Run 1, congestion heat map:
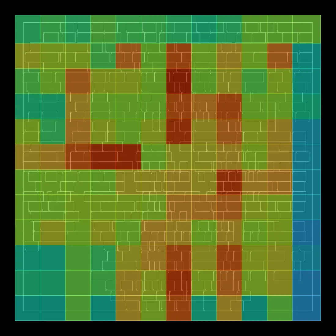
Run 1, pin placement:
(3 px per um) Pins as bars across the die edge, other pins in grey.
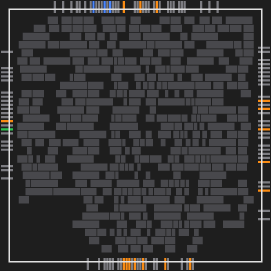
Run 1, register map, names as in the netlist:
(3 px per um)
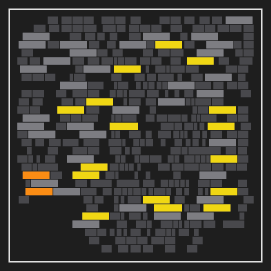
## config.mk

```make
export PLATFORM = sky130hd
export DESIGN_NAME = instr_fetch
export DESIGN_NICKNAME = d
export VERILOG_FILES = /design/src/rtl/misc_v_pkg.sv /design/src/rtl/pc_next.sv /design/src/rtl/instr_fetch.sv
export SDC_FILE = /design/constraint.sdc
export NUM_CORES = 1
export LEC_CHECK = 0
export ABC_CLOCK_PERIOD_IN_PS = 2100
export CAP_MARGIN = 20
export CORE_MARGIN = 2
export CORE_UTILIZATION = 44
export DETAILED_ROUTE_END_ITERATION = 12
export GPL_TIMING_DRIVEN = 0
export PLACE_DENSITY = 0.81
export SKIP_LAST_GASP = 1
export SYNTH_ARGS = -nofsm -noshare
export SYNTH_HDL_FRONTEND = slang
export SYNTH_HIERARCHICAL = 1
export SYNTH_SLANG_ARGS = --single-unit
```

## constraint.sdc

```tcl
create_clock -name CLK -period 2.1 [get_ports CLK]
set_clock_uncertainty 0.15 [all_clocks]
set_input_delay 0.525 -clock CLK [delete_from_list [all_inputs] [get_ports CLK]]
set_output_delay 0.525 -clock CLK [all_outputs]
set_load 0.02 [all_outputs]
```

## src/rtl/misc_v_pkg.sv

```systemverilog
// Shared opcode constants, instruction field positions and fetch FSM states.
package misc_v_pkg;

  localparam int unsigned INSTR_W    = 16;
  localparam int unsigned OPCODE_W   = 3;
  localparam int unsigned FUNC_W     = 4;
  localparam int unsigned OPCODE_MSB = 15;
  localparam int unsigned OPCODE_LSB = 13;
  localparam int unsigned FUNC_MSB   = 3;
  localparam int unsigned FUNC_LSB   = 0;

  localparam logic [OPCODE_W-1:0] OP_R    = 3'd0;
  localparam logic [OPCODE_W-1:0] OP_I    = 3'd1;
  localparam logic [OPCODE_W-1:0] OP_LW   = 3'd2;
  localparam logic [OPCODE_W-1:0] OP_SW   = 3'd3;
  localparam logic [OPCODE_W-1:0] OP_BR0  = 3'd4;
  localparam logic [OPCODE_W-1:0] OP_BR1  = 3'd5;
  localparam logic [OPCODE_W-1:0] OP_JIN  = 3'd6;
  localparam logic [OPCODE_W-1:0] OP_JOUT = 3'd7;

  typedef enum logic [1:0] {
    IDLE = 2'd0,
    REQ  = 2'd1,
    HOLD = 2'd2
  } fetch_state_t;

endpackage

```

## src/rtl/pc_next.sv

```systemverilog
// Next-PC selection: register jump, jump-in, taken branch, else sequential.
module pc_next
  import misc_v_pkg::*;
#(
  parameter int unsigned PC_W = 16
) (
  input  logic [PC_W-1:0]     pc_cur,
  input  logic [OPCODE_W-1:0] opcode,
  input  logic                branch,
  input  logic                jump_out,
  input  logic                br_taken,
  input  logic [PC_W-1:0]     br_target,
  input  logic [PC_W-1:0]     jr_target,
  output logic [PC_W-1:0]     pc_nxt
);

  // Priority mux; the increment wraps silently at the top of the address space.
  always_comb begin
    pc_nxt = pc_cur + PC_W'(1);
    if (branch && jump_out) begin
      pc_nxt = jr_target;
    end else if (branch && (opcode == OP_JIN)) begin
      pc_nxt = br_target;
    end else if (branch && br_taken) begin
      pc_nxt = br_target;
    end
  end

endmodule

```

## src/rtl/instr_fetch.sv

```systemverilog
// Instruction fetch: request/ack handshake to instruction memory, holds the
// fetched word while stalled and selects the next PC on release.
module instr_fetch
  import misc_v_pkg::*;
#(
  parameter int unsigned     PC_W     = 16,
  parameter logic [PC_W-1:0] RESET_PC = '0
) (
  input  logic                CLK,
  input  logic                reset,
  output logic                imem_req,
  output logic [PC_W-1:0]     imem_addr,
  input  logic                imem_ack,
  input  logic [INSTR_W-1:0]  imem_rdata,
  input  logic                stall,
  input  logic                Branch,
  input  logic                JumpOut,
  input  logic                br_taken,
  input  logic [PC_W-1:0]     br_target,
  input  logic [PC_W-1:0]     jr_target,
  output logic                instr_valid,
  output logic [OPCODE_W-1:0] opcode,
  output logic [FUNC_W-1:0]   func,
  output logic [INSTR_W-1:0]  instr,
  output logic [PC_W-1:0]     pc_out
);

  fetch_state_t         state_q, state_d;
  logic [PC_W-1:0]      pc_q, pc_d;
  logic                 req_q, req_d;
  logic                 valid_q, valid_d;
  logic                 load_instr;
  logic [INSTR_W-1:0]   instr_q;
  logic [PC_W-1:0]      pc_out_q;
  logic [PC_W-1:0]      pc_redirect;

  pc_next #(
    .PC_W (PC_W)
  ) u_pc_next (
    .pc_cur    (pc_out_q),
    .opcode    (instr_q[OPCODE_MSB:OPCODE_LSB]),
    .branch    (Branch),
    .jump_out  (JumpOut),
    .br_taken  (br_taken),
    .br_target (br_target),
    .jr_target (jr_target),
    .pc_nxt    (pc_redirect)
  );

  // Next state, next PC and next registered handshake/valid flags.
  always_comb begin
    state_d    = state_q;
    pc_d       = pc_q;
    load_instr = 1'b0;
    case (state_q)
      IDLE: state_d = REQ;
      REQ: begin
        if (imem_ack) begin
          state_d    = HOLD;
          load_instr = 1'b1;
        end
      end
      HOLD: begin
        if (!stall) begin
          state_d = REQ;
          pc_d    = pc_redirect;
        end
      end
      default: state_d = IDLE;
    endcase
    req_d   = (state_d == REQ);
    valid_d = (state_d == HOLD);
  end

  // State, PC and control flags; reset drops the request immediately.
  always_ff @(posedge CLK or negedge reset) begin
    if (!reset) begin
      state_q <= IDLE;
      pc_q    <= RESET_PC;
      req_q   <= 1'b0;
      valid_q <= 1'b0;
    end else begin
      state_q <= state_d;
      pc_q    <= pc_d;
      req_q   <= req_d;
      valid_q <= valid_d;
    end
  end

  // Capture the acknowledged word and its address; held otherwise.
  always_ff @(posedge CLK or negedge reset) begin
    if (!reset) begin
      instr_q  <= '0;
      pc_out_q <= '0;
    end else if (load_instr) begin
      instr_q  <= imem_rdata;
      pc_out_q <= pc_q;
    end
  end

  assign imem_req    = req_q;
  assign imem_addr   = pc_q;
  assign instr_valid = valid_q;
  assign instr       = instr_q;
  assign opcode      = instr_q[OPCODE_MSB:OPCODE_LSB];
  assign func        = instr_q[FUNC_MSB:FUNC_LSB];
  assign pc_out      = pc_out_q;

endmodule

```

==> impl_metrics.ini, run 1 <==
; yosys + openroad results
[floorplan]
taps = 77
ioPinCount = 112

[global_routing]
antenna_found_initial = 0
grt_max_degree = 31
grt_util_met2_pct = 34.18
grt_overflow_total = 0

[route]
initialDrtViolationCount = 86
vias = 2324
wl_met3_um = 435

[final_layout]
final_cells = 438
seq_cells = 52
fillers = 487
comb_area_share_pct = 31.72
clock_buffers = 6
logic_area_um2 = 1316

[setup_path]
startpoint_type = register
critPathMaxFanout = 3
regToRegSetupSlack_ns = 0.07
worstRegToRegCells = 6
critPathBufInv = 2
cpMaxStageDelayCell = clkdlybuf4s50_1

[place]
place_area_um2 = 4014
gp_congestion = 0.8348
pre_cts_ws_ns = -0.5415
dpl.cell_count = 431

[synthesis]
syn-mean-instance-area_um2 = 11.53
adder_share_pct = 0.4482
syn_nets = 298
synth_area_um2 = 2791
ys_seq_share_pct = 46.62
yosys_register_bits = 52
mux_area_share_pct = 21.43

[timing]
finalMaxSlewViolations = 0
setup_viol = 0
fin_crit_ns = 2.070

[clock_network]
cts.sinks = 52
hold_buffers = 0
path_clk_slew_ns = 0.09
clockBufferDepth = 2
clkLatencyLatePin_ns = 0.31

[power]
p_comb_share_pct = 55.5
pwr-share-clk_pct = 11.3
totalPowerFinal_w = 0.005904
clk-power_w = 0.000670
maxPowerGroup = combinational logic

[outcome]
status = completed
About 'congestion heat map':
utilization after layout: 66.48%
GR Util met3: 5.638%
drt wl/cell: 15.81 um

About 'pin placement':
`jr_target` -> orange  # pins 16, direction input, edge 7 bottom, 5 right, 3 top, 1 left
`instr_valid` -> green  # pins 1, direction output, edge left
`opcode` -> blue  # pins 3, direction output, edge top
all pins by edge = 36 top, 29 right, 25 bottom, 22 left
port buffer count: 111
die width: 83.65 um
die extent in y: 83.65 um

About 'register map, names as in the netlist':
`pc_out` -> yellow  # placed flops 16
`state_q` -> orange  # placed flops 2
not coloured = 34
sequential power: 0.00196 W
Seq/total area: 31.42%
register area: 1304 um2

## run 1: synth_stat cells, drive strengths merged
master	count	share of area (%)
mux2i	2	0.72
xnor2	5	1.6
or2	1	0.22
nor4	8	2.5
o21a	4	1.1
a31oi	2	0.45
clkbuf	5	0.67
nand2	24	3.2
nor4b	2	0.63
a21oi	2	0.36
nor3	11	2.0
inv	1	0.13
ha	1	0.45
mux2	48	21
o211ai	2	0.72
nor2	5	0.67
nor3b	1	0.67
nand4	4	1.4
a21o	1	0.31
and2	2	0.45
buf	17	5.8
or3	1	0.22
o31ai	1	0.27
and4b	1	0.36
nand3b	1	0.40
o31a	2	0.72
nand3	12	2.3
dfrtp	52	47
or4	1	0.27
o21ai	23	4.1
Run 1, metal layers overlaid:
(4 px per um)
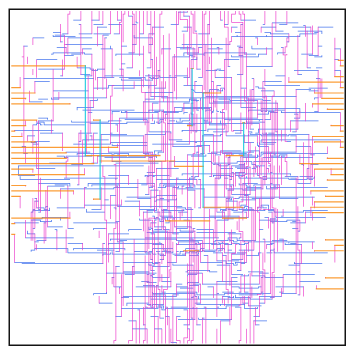

## Run 2: what changed since run 1
Settings changed: ABC_CLOCK_PERIOD_IN_PS 2100 to 1700, CORE_UTILIZATION 44 to 39, PLACE_DENSITY 0.81 to 0.76.
Clock period 2.1 ns to 1.7 ns, I/O delays scaled along.
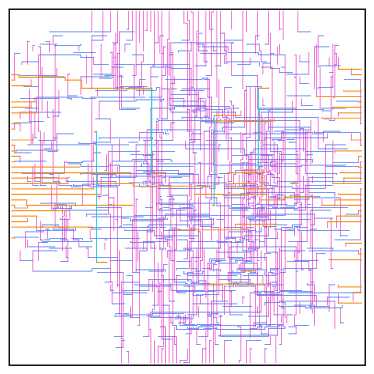
Run 2: metal layers overlaid
(4 px per um)
metal 4 -> cyan  # wire length 96.6 um
metal 2 -> magenta  # wire length 3830 um
metal 1 -> blue  # wire length 3170 um
metal 3 -> orange  # wire length 585 um
drt wl/cell: 16.24 um
Post-Route WL: 7.680 mm
GR Util All Layers: 19.79%
via count: 2433

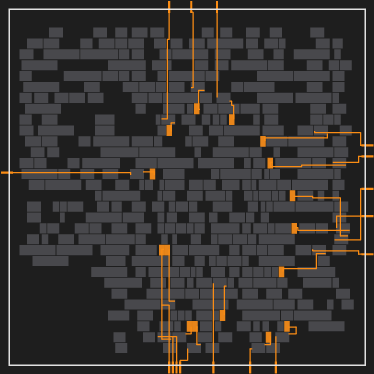
Run 2: nets reached from selected ports
(4 px per um)
`jr_target` -> orange  # bits 16, direction input, edge 7 bottom, 5 right, 3 top, 1 left, end cells 16, buffers 16, wire 409 um
io pins: 112

==> impl_metrics.ini, run 2 <==
; yosys + openroad results
[outcome]
status = finished, violations left
violations = setup timing

[timing]
slew-limit-headroom_pct = 57.20
setup_viol = 18
finalMaxSlewViolations = 0
worst_slack_ns = -0.2379
fin_crit_ns = 1.938

[setup_path]
critPathBufInv = 2
startpoint_type = register
r2r_end = imem_addr[2]
critPathMaxFanout = 8
worstRegToRegCells = 7
cpPeakStageDelay_ns = 0.43
cpMaxStageDelayCell = dfrtp_2
crit_arrival_ns = 1.99
regToRegSetupSlack_ns = -0.24

[synthesis]
synthArstFlopShare_pct = 100.0
area_leaders = dfrtp_1 (47%), mux2_2 (15%), mux2_4 (5.4%), o21ai_0 (3.8%), nand2_1 (3.2%)
synth-main-ff-cell = dfrtp_1
yosysTopAreaCellShare_pct = 46.62
top_cell = dfrtp_1
yosys_register_bits = 52
ys_cells = 242
syn-mean-instance-area_um2 = 11.53
synth_cell_types = 39
syn_nets = 298
synth_area_um2 = 2791
ys_top_cells_by_count = dfrtp_1 (52), mux2_2 (38), nand2_1 (24), o21ai_0 (21)
mux_area_share_pct = 21.43
synth_area_leader_cell = dfrtp_1
ys_seq_share_pct = 46.62
edf_count = 0

[final_layout]
seq_share_pct = 30.33
fillers = 581
seq_area_um2 = 1319
stdcell_area_um2 = 4348
clock_buffers = 6
seq_cells = 52
final_cells = 473
logic_area_um2 = 1401

[floorplan]
taps = 96
die_w_um = 88.60
fp.dieH_um = 88.60

[clock_network]
cts.sinks = 52
path_clk_slew_ns = 0.10
hold_buffers = 1
clockBufferDepth = 2
clkLatencyLatePin_ns = 0.31

[place]
pre_cts_ws_ns = -0.8397
portBuffers = 111
place_area_um2 = 4064
gp_congestion = 0.8580
dpl.cell_count = 450

[global_routing]
grt_overflow_total = 0
grt_max_degree = 28
grt_util_met2_pct = 34.11
antenna_found_initial = 0

[route]
initialDrtViolationCount = 113
wl_met3_um = 584
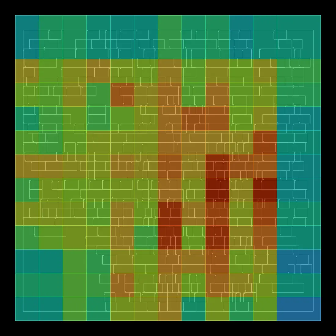
Run 2: congestion heat map
GR Util met3: 5.037%
GR Layer Usage met1: 24.69%
utilization after layout: 63.30%

run 2: cell types whose count changed in the layout (fill, tap and decap cells not counted), sizes merged:
cell | previous run | this run
buf | 20 | 41
bufinv | 1 | 0
clkbuf | 9 | 15
clkdlybuf4s15 | 0 | 9
clkdlybuf4s50 | 94 | 52
clkinv | 1 | 0
clkinvlp | 0 | 2
dlygate4sd2 | 8 | 37
dlygate4sd3 | 0 | 1
dlymetal6s2s | 8 | 0
run 2: power by group:
| part | internal (W) | total (W) | switching, W |
|---|---|---|---|
| Sequential | 0.00186 | 0.00242 | 0.000562 |
| Combinational | 0.00215 | 0.00412 | 0.00198 |
| Clock | 0.000330 | 0.000755 | 0.000424 |
Power is estimated from default activity; no workload was simulated.
